--- src/rtl/cache_arb_pkg.sv ---
// Shared types and default geometry for the two-client cache line arbiter.
package cache_arb_pkg;

    typedef enum logic [1:0] {
        IDLE,
        RD_BURST,
        WR_BURST,
        DONE
    } arb_state_t;

    typedef enum logic [1:0] {
        GNT_NONE,
        GNT_ICACHE,
        GNT_DCACHE
    } grant_t;

    localparam int ARB_LINE_BITS   = 256;
    localparam int ARB_BEAT_BITS   = 64;
    localparam int ARB_BURST_BEATS = ARB_LINE_BITS / ARB_BEAT_BITS;

endpackage

--- src/rtl/mem_rw_itf.sv ---
// Line-granular read/write request interface between a cache and the arbiter.
interface mem_rw_itf #(
    parameter int LINE_BITS = 256
);
    logic                   read;
    logic                   write;
    logic [31:0]            addr;
    logic [LINE_BITS-1:0]   wdata;
    logic [LINE_BITS/8-1:0] wmask;
    logic [LINE_BITS-1:0]   rdata;
    logic                   resp;

    modport server (input read, write, addr, wdata, wmask, output rdata, resp);
    modport client (output read, write, addr, wdata, wmask, input rdata, resp);
endinterface

--- src/rtl/line_burst_adapter.sv ---
// Splits a latched write line into beats and assembles read beats into a line,
// indexed by a beat counter that wraps after the last beat of a burst.
module line_burst_adapter
    import cache_arb_pkg::*;
#(
    parameter int LINE_BITS   = ARB_LINE_BITS,
    parameter int BEAT_BITS   = ARB_BEAT_BITS,
    parameter int BURST_BEATS = ARB_BURST_BEATS
) (
    input  logic                 clk,
    input  logic                 rst,
    input  logic                 load_i,
    input  logic                 beat_i,
    input  logic                 capture_i,
    input  logic [LINE_BITS-1:0] wdata_i,
    input  logic [BEAT_BITS-1:0] rdata_beat_i,
    output logic [BEAT_BITS-1:0] wdata_beat_o,
    output logic [LINE_BITS-1:0] line_o,
    output logic                 last_beat_o
);

    localparam int CNT_W = (BURST_BEATS > 1) ? $clog2(BURST_BEATS) : 1;
    localparam logic [CNT_W-1:0] LAST_BEAT = CNT_W'(BURST_BEATS - 1);

    logic [CNT_W-1:0]     beat_q;
    logic [LINE_BITS-1:0] line_buf_q;
    logic [LINE_BITS-1:0] wdata_q;

    always_ff @(posedge clk or posedge rst) begin
        if (rst) begin
            beat_q     <= '0;
            line_buf_q <= '0;
        end else begin
            if (load_i) begin
                beat_q <= '0;
            end else if (beat_i) begin
                beat_q <= (beat_q == LAST_BEAT) ? '0 : beat_q + 1'b1;
            end
            if (capture_i) begin
                line_buf_q[int'(beat_q)*BEAT_BITS +: BEAT_BITS] <= rdata_beat_i;
            end
        end
    end

    // Write line is pure data: only meaningful after a load, so no reset needed.
    always_ff @(posedge clk) begin
        if (load_i) begin
            wdata_q <= wdata_i;
        end
    end

    assign wdata_beat_o = wdata_q[int'(beat_q)*BEAT_BITS +: BEAT_BITS];
    assign line_o       = line_buf_q;
    assign last_beat_o  = (beat_q == LAST_BEAT);

endmodule

--- src/rtl/cache_arbiter.sv ---
// Arbitrates icache/dcache line requests onto one burst memory port.
// Define ARB_ROUND_ROBIN_EN for alternating grants; otherwise dcache has priority.
module cache_arbiter
    import cache_arb_pkg::*;
#(
    parameter int LINE_BITS   = ARB_LINE_BITS,
    parameter int BEAT_BITS   = ARB_BEAT_BITS,
    parameter int BURST_BEATS = ARB_BURST_BEATS
) (
    input  logic                 clk,
    input  logic                 rst,
    mem_rw_itf.server            icache,
    mem_rw_itf.server            dcache,
    output logic                 pmem_read,
    output logic                 pmem_write,
    output logic [31:0]          pmem_addr,
    output logic [BEAT_BITS-1:0] pmem_wdata,
    input  logic [BEAT_BITS-1:0] pmem_rdata,
    input  logic                 pmem_resp
);

    localparam logic [31:0] OFFSET_MASK = 32'(LINE_BITS / 8 - 1);

    arb_state_t state_q;
    grant_t     grant_q;
    logic [31:0] addr_q;
    logic pmem_read_q, pmem_write_q;
    logic iresp_q, dresp_q;

    logic ireq, dreq, any_req, pick_d, sel_write;
    logic [31:0]          sel_addr;
    logic [LINE_BITS-1:0] sel_wdata;
    logic in_burst, last_beat;
    logic [LINE_BITS-1:0] line_buf;

    assign ireq    = icache.read | icache.write;
    assign dreq    = dcache.read | dcache.write;
    assign any_req = ireq | dreq;

`ifdef ARB_ROUND_ROBIN_EN
    logic last_d_q;
    assign pick_d = dreq & (~ireq | ~last_d_q);
`else
    assign pick_d = dreq;
`endif

    // Write wins over read when a client raises both.
    assign sel_write = pick_d ? dcache.write : icache.write;
    assign sel_addr  = pick_d ? dcache.addr  : icache.addr;
    assign sel_wdata = pick_d ? dcache.wdata : icache.wdata;
    assign in_burst  = (state_q == RD_BURST) || (state_q == WR_BURST);

    always_ff @(posedge clk or posedge rst) begin
        if (rst) begin
            state_q      <= IDLE;
            grant_q      <= GNT_NONE;
            addr_q       <= '0;
            pmem_read_q  <= 1'b0;
            pmem_write_q <= 1'b0;
            iresp_q      <= 1'b0;
            dresp_q      <= 1'b0;
`ifdef ARB_ROUND_ROBIN_EN
            last_d_q     <= 1'b0;
`endif
        end else begin
            unique case (state_q)
                IDLE: begin
                    if (any_req) begin
                        grant_q      <= pick_d ? GNT_DCACHE : GNT_ICACHE;
                        addr_q       <= sel_addr & ~OFFSET_MASK;
                        pmem_write_q <= sel_write;
                        pmem_read_q  <= ~sel_write;
                        state_q      <= sel_write ? WR_BURST : RD_BURST;
`ifdef ARB_ROUND_ROBIN_EN
                        last_d_q     <= pick_d;
`endif
                    end
                end
                RD_BURST, WR_BURST: begin
                    if (pmem_resp && last_beat) begin
                        pmem_read_q  <= 1'b0;
                        pmem_write_q <= 1'b0;
                        iresp_q      <= (grant_q == GNT_ICACHE);
                        dresp_q      <= (grant_q == GNT_DCACHE);
                        state_q      <= DONE;
                    end
                end
                DONE: begin
                    iresp_q <= 1'b0;
                    dresp_q <= 1'b0;
                    grant_q <= GNT_NONE;
                    state_q <= IDLE;
                end
                default: state_q <= IDLE;
            endcase
        end
    end

    line_burst_adapter #(
        .LINE_BITS   (LINE_BITS),
        .BEAT_BITS   (BEAT_BITS),
        .BURST_BEATS (BURST_BEATS)
    ) u_adapter (
        .clk          (clk),
        .rst          (rst),
        .load_i       ((state_q == IDLE) && any_req),
        .beat_i       (in_burst && pmem_resp),
        .capture_i    ((state_q == RD_BURST) && pmem_resp),
        .wdata_i      (sel_wdata),
        .rdata_beat_i (pmem_rdata),
        .wdata_beat_o (pmem_wdata),
        .line_o       (line_buf),
        .last_beat_o  (last_beat)
    );

    assign pmem_read     = pmem_read_q;
    assign pmem_write    = pmem_write_q;
    assign pmem_addr     = addr_q;
    assign icache.resp   = iresp_q;
    assign dcache.resp   = dresp_q;
    assign icache.rdata  = line_buf;
    assign dcache.rdata  = line_buf;

    // Byte masks are not honoured: lines always move whole.
    logic unused_wmask;
    assign unused_wmask = ^{icache.wmask, dcache.wmask};

endmodule
--- src/flat_wrapper.sv ---
// flat-port wrapper written by rule: the top's interface ports become plain ports
module cache_arbiter_flat import cache_arb_pkg::*;
#(
    parameter int LINE_BITS   = ARB_LINE_BITS,
    parameter int BEAT_BITS   = ARB_BEAT_BITS,
    parameter int BURST_BEATS = ARB_BURST_BEATS
)
  (clk, rst, pmem_read, pmem_write, pmem_addr, pmem_wdata, pmem_rdata, pmem_resp, icache_read, icache_write, icache_addr, icache_wdata, icache_wmask, icache_rdata, icache_resp, dcache_read, dcache_write, dcache_addr, dcache_wdata, dcache_wmask, dcache_rdata, dcache_resp);
  mem_rw_itf #(.LINE_BITS(LINE_BITS)) icache_i ();
  mem_rw_itf #(.LINE_BITS(LINE_BITS)) dcache_i ();
  input  logic clk;
  input  logic rst;
  output logic pmem_read;
  output logic pmem_write;
  output logic [31:0] pmem_addr;
  output logic [BEAT_BITS-1:0] pmem_wdata;
  input  logic [BEAT_BITS-1:0] pmem_rdata;
  input  logic pmem_resp;
  input wire logic [$bits(icache_i.read)-1:0] icache_read;
  input wire logic [$bits(icache_i.write)-1:0] icache_write;
  input wire logic [$bits(icache_i.addr)-1:0] icache_addr;
  input wire logic [$bits(icache_i.wdata)-1:0] icache_wdata;
  input wire logic [$bits(icache_i.wmask)-1:0] icache_wmask;
  output wire logic [$bits(icache_i.rdata)-1:0] icache_rdata;
  output wire logic [$bits(icache_i.resp)-1:0] icache_resp;
  input wire logic [$bits(dcache_i.read)-1:0] dcache_read;
  input wire logic [$bits(dcache_i.write)-1:0] dcache_write;
  input wire logic [$bits(dcache_i.addr)-1:0] dcache_addr;
  input wire logic [$bits(dcache_i.wdata)-1:0] dcache_wdata;
  input wire logic [$bits(dcache_i.wmask)-1:0] dcache_wmask;
  output wire logic [$bits(dcache_i.rdata)-1:0] dcache_rdata;
  output wire logic [$bits(dcache_i.resp)-1:0] dcache_resp;
  assign icache_i.read = icache_read;
  assign icache_i.write = icache_write;
  assign icache_i.addr = icache_addr;
  assign icache_i.wdata = icache_wdata;
  assign icache_i.wmask = icache_wmask;
  assign icache_rdata = icache_i.rdata;
  assign icache_resp = icache_i.resp;
  assign dcache_i.read = dcache_read;
  assign dcache_i.write = dcache_write;
  assign dcache_i.addr = dcache_addr;
  assign dcache_i.wdata = dcache_wdata;
  assign dcache_i.wmask = dcache_wmask;
  assign dcache_rdata = dcache_i.rdata;
  assign dcache_resp = dcache_i.resp;
  cache_arbiter #(.LINE_BITS(LINE_BITS), .BEAT_BITS(BEAT_BITS), .BURST_BEATS(BURST_BEATS)) u_core (.clk(clk), .rst(rst), .icache(icache_i), .dcache(dcache_i), .pmem_read(pmem_read), .pmem_write(pmem_write), .pmem_addr(pmem_addr), .pmem_wdata(pmem_wdata), .pmem_rdata(pmem_rdata), .pmem_resp(pmem_resp));
endmodule
--- config.mk ---
export PLATFORM = sky130hd
export DESIGN_NAME = cache_arbiter_flat
export DESIGN_NICKNAME = d
export VERILOG_FILES = /design/src/rtl/cache_arb_pkg.sv /design/src/rtl/mem_rw_itf.sv /design/src/rtl/line_burst_adapter.sv /design/src/rtl/cache_arbiter.sv /design/src/flat_wrapper.sv
export SDC_FILE = /design/constraint.sdc
export NUM_CORES = 1
export LEC_CHECK = 0
export CAP_MARGIN = 20
export CELL_PAD_IN_SITES_DETAIL_PLACEMENT = 0
export CELL_PAD_IN_SITES_GLOBAL_PLACEMENT = 2
export CORE_AREA = 5 5 516 518
export DETAILED_ROUTE_END_ITERATION = 8
export DIE_AREA = 0 0 521 523
export GPL_TIMING_DRIVEN = 0
export PLACE_DENSITY_LB_ADDON = 0.1
export REMOVE_ABC_BUFFERS = 1
export SLEW_MARGIN = 10
export SYNTH_ARGS = -nofsm -noshare
export SYNTH_HDL_FRONTEND = slang
export SYNTH_SLANG_ARGS = --single-unit
export TNS_END_PERCENT = 50
--- constraint.sdc ---
create_clock -name clk -period 13.98 [get_ports clk]
set_clock_uncertainty 0.1 [all_clocks]
set_input_delay 2.796 -clock clk [delete_from_list [all_inputs] [get_ports clk]]
set_output_delay 2.796 -clock clk [all_outputs]
set_load 0.01 [all_outputs]
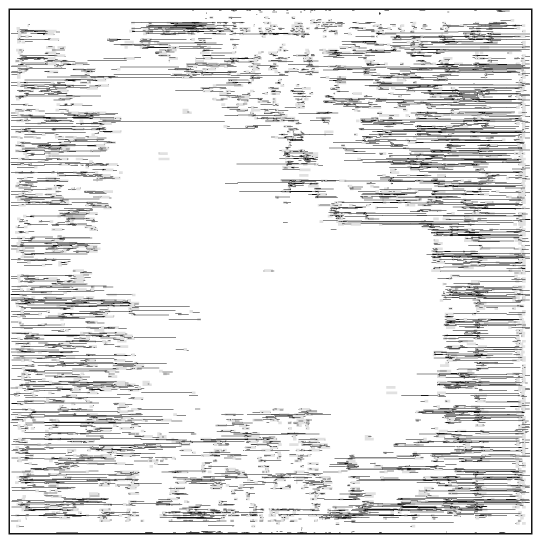
Figure 1: run 1, signal wires on met1.
Scale: 1 px per um.
- nets with wire on the layer: 2,885
- wire length on this layer: 56.7 mm
DRT Wirelength: 161,300 um
grt met1 use: 11.60%
via count: 19,290

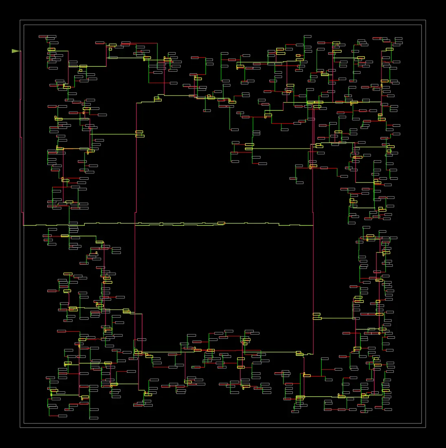
Figure 2: run 1, clock wiring as the flow saved it.
CTS Buf Count: 79
clock buffers: 106
registers: 549
Late-Pin Clk Latency: 0.70 ns

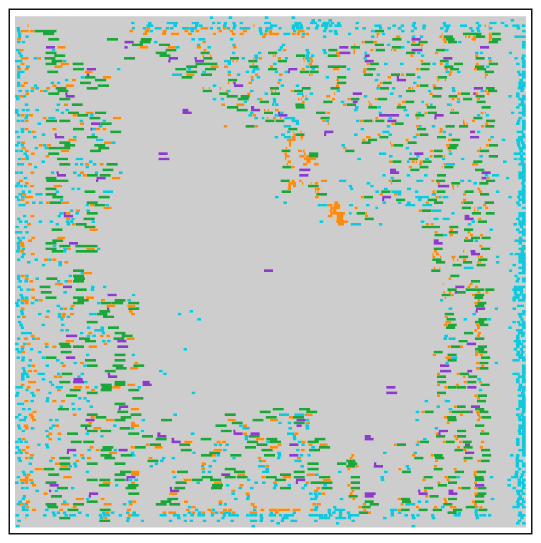
Figure 3: run 1, placement by cell class.
Scale: 1 px per um. Fill, decap, tap and diode cells in grey.
- sequential cells: green (cells 549)
- remaining logic cells: orange (cells 812)
- remaining buffers and delay cells: cyan (cells 1,298)
- clock drivers and dummy loads: purple (cells 145)
Seq area share: 34.67%
core box area: 261,100 um2
Core Rows: 188

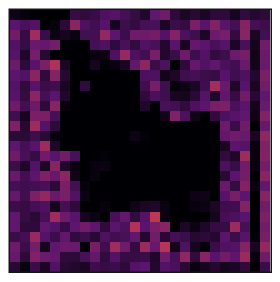
Figure 4: run 1, cell area per tile.
Scale: 0.5 px per um. 26 x 26 tiles, from black (low) to pale yellow (high), 0 to 100% covered.
- emptiest ninth of the die: centre
- mean over tiles: 14%
- nearly empty tiles: 28%
fp_density: 9.664%
fin util: 16.60%

==> impl_metrics.yaml, run 1 <==
# synthesis and place-and-route metrics
outcome:
  outcome: "finished clean"
yosys:
  yosys_cells: 1729
  synth_top_area_share_pct: 30.47
  async_reset_ff_share_pct: 53.37
  syn_avg_cell_area_um2: 14.59
  ys.flop_type: "dfrtp_1"
  synth-edff-count: 256
  ys_types: 41
  yosys_warnings: 0
  largest_area_cell: "edfxtp_1"
  syn_area_um2: 25230
  most_common_cell: "dfrtp_1"
worst_setup_path:
  critPathMaxStageDelay_ns: 0.73
  arrival_ns: 3.06
  critical_path.startpoint: "u_core.u_adapter.beat_q[0]"
  critical_path_class: "reg -> out"
  crit_family: "buffers and inverters"
  cp-end-kind: "primary output"
  worstPathRequired_ns: 11.08
  worst-path-buf-inv: 2
  r2r-start: "u_core.state_q[0]"
  critical_path.startpoint_type: "register"
  crit_end: "pmem_wdata[1]"
  crit_cells: 3
  r2r_slack_ns: 10.30
  r2r_cells: 8
  cp_max_fo: 28
clock_network:
  postCtsSetupBuffers: 0
  htreeDepth: 3
  root_buffer: "clkbuf_16"
  cts_tree: "yes"
  cts_sinks: 549
  hold_buffers: 0
  cts-resized-gates: 0
sta:
  hold_ws_ns: 0.3737
  setup_violations: 0
  rsz0062_at_grt: "false"
  fmax_mhz: 168.0
  setup_ws_ns: 8.026
  hold_viol: 0
  worst_pin_slew_ns: 0.8833
  finalMaxSlewViolations: 0
  max_slew_margin_pct: 40.67
  min_period_over_period_pct: 42.59
  tns_ns: 0
global_routing:
  grt_pass1_wl_um: 209200
  grt_pass1_vias: 21320
  antenna_found_initial: 99
  grt_max_degree: 104
  gr-total-overflow: 0
detailed_routing:
  dr_wl_met3_um: 16340
  drc: 0
  dr.pass1.iters: 4
  drtAntennaViolNets: 0
  dr_wl_met2_um: 84470
  highest_layer: "met5"
  met1_length_um: 56660
  vias_per_cell: 3.087
power_and_ir_drop:
  netSwitchingFraction_pct: 31.82
  p_sw_mw: 2.099
  maxPowerGroup: "registers"
  power_mw: 6.598
  p_leak_nw: 15.37
  p_comb_mw: 2.08
  power_frac_clock_pct: 32.2
  pg_clk_mw: 2.12
  p_int_mw: 4.499
  power_density_nw_per_um2: 152.2
  seq_power_share_pct: 36.3
  combPwrFrac_pct: 31.5
  ir_drop_mv: 0.1123
min_path:
  min_from: "u_core.pmem_addr[18]"
  holdPathEnd: "u_core.pmem_addr[18]"
  holdPathStages: 2
final_layout:
  finalNetCount: 3460
  area_delta_synth_final_pct: 71.76
  drive_gt1_share_pct: 18.30
  layout_top_cell: "clkdlybuf4s50_1"
  fin_area_um2: 43340
  fillCellCount: 28620
placed_design:
  hpwl_um: 133600
  gp_congestion: 0.7783
  place_inst: 6079
  pre_cts_slack_ns: 7.552
  placed_area_um2: 40540
  place.port_buffers: 1243
job:
  log.warning_count: 110
  maxCapViolCount: 0
floorplanning:
  chipArea_um2: 272500
  die_h_um: 523
-- run 1: final cells by class --
| type | count | area, um2 | share of cell area (%) |
|---|---|---|---|
| flip-flops and latches | 549 | 15030 | 34.67 |
| repair buffers | 1298 | 13380 | 30.86 |
| multi-input cells | 801 | 7799 | 17.99 |
| well taps | 3420 | 4279 | 9.873 |
| clock buffers | 106 | 2210 | 5.098 |
| clock inverters | 39 | 525.5 | 1.213 |
| diodes | 27 | 67.56 | 0.1559 |
| inverters | 11 | 56.30 | 0.1299 |
-- run 1: cells by family after synthesis --
kind of cell    Yosys count  synth area share [%]
flops                   549                 59.52
buf+inv                 383                 10.01
mux                     348                 18.25
compound gates          304                 9.461
simple gates            135                 2.301
fa+ha+maj                 9                0.4463
other cells               1               0.01486
--- run 2 (diff from run 1) ---
==> constraint.sdc (replaced) <==
create_clock -name clk -period 5.99 [get_ports clk]
set_clock_uncertainty 0.1 [all_clocks]
set_input_delay 1.198 -clock clk [delete_from_list [all_inputs] [get_ports clk]]
set_output_delay 1.198 -clock clk [all_outputs]
set_load 0.01 [all_outputs]
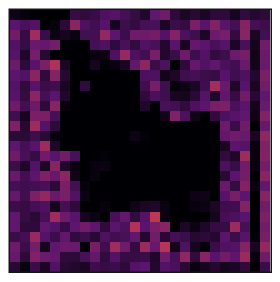
Figure 5: run 2, cell area per tile.
Scale: 0.5 px per um. 26 x 26 tiles, from black (low) to pale yellow (high), 0 to 100% covered.

==> run 2 against run 1 <==
  * Non-clock buffer count stayed put
  * Routed wire length stayed put
  * Cell count stayed put
  * Die size stayed put
  * Area after synthesis stayed put
  * Critical path depth stayed put
  * Setup slack worse by 6.4 ns
  * Core utilization stayed put
  * Sequential power is 130% higher
  * Via count stayed put
==> impl_metrics.yaml, run 2 <==
# synthesis and place-and-route metrics
global_routing:
  gr-total-overflow: 0
  grt_pass1_vias: 21320
  met1_usage_pct: 11.60
  grt_max_degree: 104
  grt_pass1_wl_um: 209200
final_layout:
  clock_cell_area_share_pct: 6.311
  finalNetCount: 3460
  area_delta_synth_final_pct: 71.76
  signal_buffers: 1298
  drive_gt1_share_pct: 18.30
  register_area_um2: 15030
  seq_area_share_pct: 34.67
  nClkBuffers: 106
  comb_cells: 801
  ff_count: 549
  nonClkBufAreaFrac_pct: 30.86
  logic_area_um2: 7799
  fillCellCount: 28620
  n_antenna_cell: 27
  sh_comb_area_pct: 17.99
yosys:
  ys_top_logic_family: "multiplexers"
  ys_sh_adder_pct: 0.4463
  synth_top_area_share_pct: 30.47
  syn_area_um2: 25230
  async_reset_ff_share_pct: 53.37
  most_common_cell: "dfrtp_1"
  synth-edff-count: 256
  yosys.area_share.aoi_pct: 9.461
  largest_area_cell: "edfxtp_1"
  ys_sh_simple_pct: 2.301
  ys_types: 41
  yosys_cells: 1729
clock_network:
  root_buffer: "clkbuf_16"
  cts-resized-gates: 0
  hold_buffers: 0
worst_setup_path:
  arrival_ns: 3.06
  worst-path-buf-inv: 2
  r2r_cells: 8
  critical_path.startpoint: "u_core.u_adapter.beat_q[0]"
  critPathMaxStageDelay_ns: 0.73
  critical_path.startpoint_type: "register"
  crit_cells: 3
  cp-end-kind: "primary output"
detailed_routing:
  vias_per_cell: 3.087
  met1_length_um: 56660
  dr_wl_met3_um: 16340
  routed_wl_um: 161300
  dr.pass1.iters: 4
sta:
  max_slew_margin_pct: 40.67
  fmax_mhz: 229.6
  setup_violations: 0
  rsz0062_at_grt: "false"
  hold_viol: 0
  setup_ws_ns: 1.634
min_path:
  holdPathEnd: "u_core.pmem_addr[18]"
  holdPathStages: 2
power_and_ir_drop:
  p_leak_nw: 15.37
  seq_power_share_pct: 36.3
  ir_drop_mv: 0.2621
  maxPowerGroup: "registers"
  power_frac_clock_pct: 32.2
  p_comb_mw: 4.85
  combPwrFrac_pct: 31.5
  p_int_mw: 10.50
  p_sw_mw: 4.900
  power_mw: 15.40
placed_design:
  place.port_buffers: 1243
  hpwl_um: 133600
  gp_congestion: 0.7783
outcome:
  outcome: "finished clean"
floorplanning:
  fp-utilization_pct: 9.664
  num_rows: 188
  die_h_um: 523
  chipArea_um2: 272500
  core_um2: 261100
  nWellTaps: 3420
job:
  log.warning_count: 110
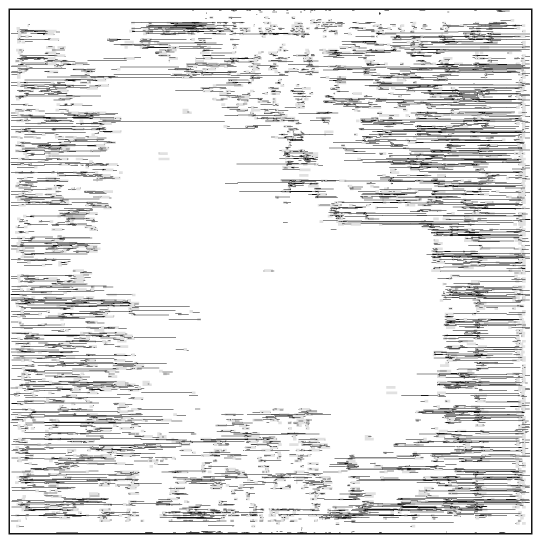
Figure 6: run 2, signal wires on met1.
Scale: 1 px per um.
- share of all routed wire: 35%
- wire length on this layer: 56.7 mm
- longest straight run: 133 um
- nets with wire on the layer: 2,885

run 2: cell counts after synthesis:
No cell type changed its count.
run 2: worst min-delay path: cells and delay by family, from the launching register on:
family	cells	cell delay, ns
flops	1	0.34
compound gates	1	0.05
simple gates	1	0.04
run 2: metrics by stage:
stage | util, % | setup TNS, ns | hold slack (ns) | cells | area [um2]
after floorplan | - | -5615.07 | 0.4162 | 1361 | 22760
after global routing | 16.58 | 0 | 0.4072 | 6229 | 43290
after CTS | 16.57 | 0 | 0.3841 | 6224 | 43270
final | 16.60 | 0 | 0.3737 | 6251 | 43340
after detailed placement | 15.53 | 0 | 0.3700 | 6079 | 40540
after global placement | 15.12 | - | 0.3735 | 6024 | 39490
--- run 3 (diff from run 2) ---
--- a/config.mk
+++ b/config.mk
@@ -8,9 +8,9 @@
 export CAP_MARGIN = 20
 export CELL_PAD_IN_SITES_DETAIL_PLACEMENT = 0
 export CELL_PAD_IN_SITES_GLOBAL_PLACEMENT = 2
-export CORE_AREA = 5 5 516 518
+export CORE_AREA = 5 5 519 521
 export DETAILED_ROUTE_END_ITERATION = 8
-export DIE_AREA = 0 0 521 523
+export DIE_AREA = 0 0 524 526
 export GPL_TIMING_DRIVEN = 0
 export PLACE_DENSITY_LB_ADDON = 0.1
 export REMOVE_ABC_BUFFERS = 1
==> constraint.sdc (replaced) <==
create_clock -name clk -period 3.7 [get_ports clk]
set_clock_uncertainty 0.1 [all_clocks]
set_input_delay 0.74 -clock clk [delete_from_list [all_inputs] [get_ports clk]]
set_output_delay 0.74 -clock clk [all_outputs]
set_load 0.01 [all_outputs]
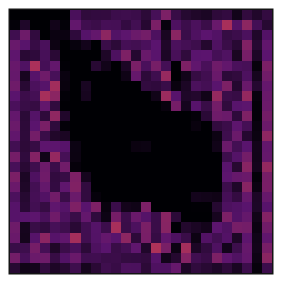
Figure 7: run 3, cell area per tile.
Scale: 0.5 px per um. 26 x 26 tiles, from black (low) to pale yellow (high), 0 to 100% covered.
- emptiest ninth of the die: centre
- mean over tiles: 14%
- nearly empty tiles: 27%
- fullest tile: 46%
core box area: 264,100 um2
fin util: 16.49%
fp_density: 9.553%

==> run 3 against run 2 <==
  * Setup slack worse by 1.5 ns
  * Combinational power grew 67%
  * Clock-buffer cell count stayed put
  * Cell count is 2.0% higher
  * Global-route usage rose by 0.12 points
  * Clock power increased by 57%
  * Design area up 0.47%
  * Via count is 0.66% lower
  * Critical path depth is 5 higher
==> impl_metrics.yaml, run 3 <==
# synthesis and place-and-route metrics
sta:
  setup_violations: 0
  fmax_mhz: 281.1
  hold_viol: 0
  tns_ns: 0
  rsz0062_at_grt: "false"
  max_slew_margin_pct: 49.81
final_layout:
  finalNetCount: 3472
  nonClockInverterCount: 11
  signal_buffers: 1308
  nClkBuffers: 106
  ff_count: 549
  fin_area_um2: 43540
  area_delta_synth_final_pct: 72.57
  instances_no_fill: 6374
  nonClkBufAreaFrac_pct: 31.07
  n_antenna_cell: 24
  logic_area_um2: 7812
  sh_comb_area_pct: 17.94
  fillCellCount: 29080
  clock_cell_area_share_pct: 6.043
  comb_cells: 801
  register_area_um2: 15030
  seq_area_share_pct: 34.51
  drive_gt1_share_pct: 18.71
detailed_routing:
  routed_wl_um: 165200
  vias_per_cell: 3.007
  dr.pass1.iters: 5
  drt-initial-drc-count: 706
  met1_length_um: 57790
  drc: 0
  drtAntennaViolNets: 0
  dr_wl_met3_um: 16660
power_and_ir_drop:
  maxPowerGroup: "registers"
  seq_power_share_pct: 36.0
  ir_drop_mv: 0.4199
  p_sw_mw: 8.151
  combPwrFrac_pct: 32.6
  p_comb_mw: 8.09
  p_int_mw: 16.69
  p_leak_nw: 15.46
floorplanning:
  num_rows: 189
  chipArea_um2: 275600
  nWellTaps: 3533
  die_h_um: 526
  pin_count: 1323
  die_x_um: 524
outcome:
  outcome: "finished clean"
yosys:
  syn_area_um2: 25230
  largest_area_cell: "edfxtp_1"
  synth_top_area_share_pct: 30.47
  ys_sh_adder_pct: 0.4463
  ys_types: 41
  ys_sh_simple_pct: 2.301
  yosys_cells: 1729
  yosys.area_share.aoi_pct: 9.461
  numSynthFlops: 549
  yosys_warnings: 0
  async_reset_ff_share_pct: 53.37
  most_common_cell: "dfrtp_1"
  synth-edff-count: 256
  xor_area_share_pct: 0
  ys_top_logic_family: "multiplexers"
worst_setup_path:
  r2r-start: "u_core.state_q[0]"
  critical_path.startpoint: "dcache_write"
  critical_path_class: "in -> reg"
  r2r_slack_ns: 0.26
  critical_path.startpoint_type: "input port"
  cp-end-kind: "register"
  arrival_ns: 3.82
  r2r_cells: 9
  crit_end: "u_core.u_adapter.wdata_q[88]"
global_routing:
  grt_pass1_wl_um: 211300
  antenna_found_initial: 98
  grt_pass1_vias: 21450
  gr-total-overflow: 0
  met1_usage_pct: 11.54
  grt_util_met2_pct: 21.21
  grt_max_degree: 101
  grt_use_met3_pct: 4.846
  track_usage_pct: 11.46
placed_design:
  placed_area_um2: 40710
  place.port_buffers: 1243
  place_inst: 6194
  hpwl_um: 135400
  gp_congestion: 0.8048
clock_network:
  clk_pin_slew_ns: 0.06
  root_buffer: "clkbuf_16"
  hold_buffers: 0
job:
  log.warning_count: 110
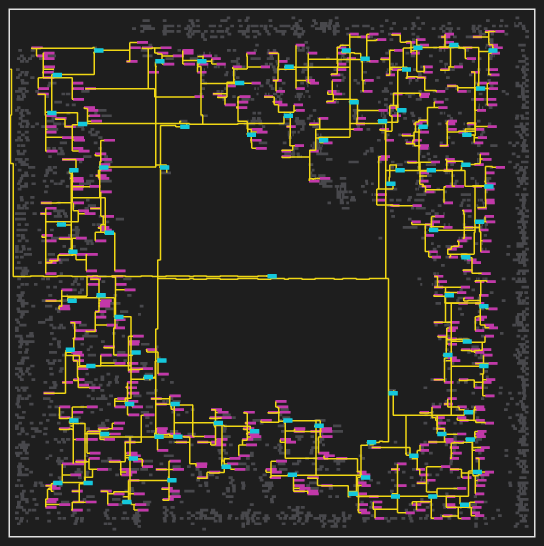
Figure 8: run 3, clock distribution.
Scale: 1 px per um.
- flip-flops: magenta (count 549)
- clock wires: yellow (length 12,200 um)
- clock-net drivers: cyan (count 81)
- routed clock nets: 82
Clock Power Share: 31.5%
P_clk: 7.81 mW

run 3: repair_timing:
action	4_1_cts	5_1_grt
pin swaps	1	0
buffers inserted	5	0
cloned	2	1
endpoints found under the hold margin	0	0
setup endpoints to repair	163	98
resized	35	2
run 3: per-stage QoR:
stage	util, %	power [mW]	hold slack (ns)	setup WS [ns]
2_1_floorplan	-	11.74	0.4162	-11.05
3_3_place_gp	15.00	17.53	0.3709	-22.36
3_5_place_dp	15.41	17.48	0.3701	-0.8660
4_1_cts	16.45	25.77	0.1302	-0.01277
5_1_grt	16.47	26.26	0.2056	0.03684
6_report	16.49	24.84	0.2601	0.1421
run 3: critical path, stage by stage:
cell	delay, ns
clkdlybuf4s50_1	0.59
o41ai_4	0.62
buf_4	0.26
buf_2	0.22
buf_4	0.23
inv_16	0.10
buf_16	0.27
clkbuf_16	0.43
Power is estimated from default activity; no workload was simulated.
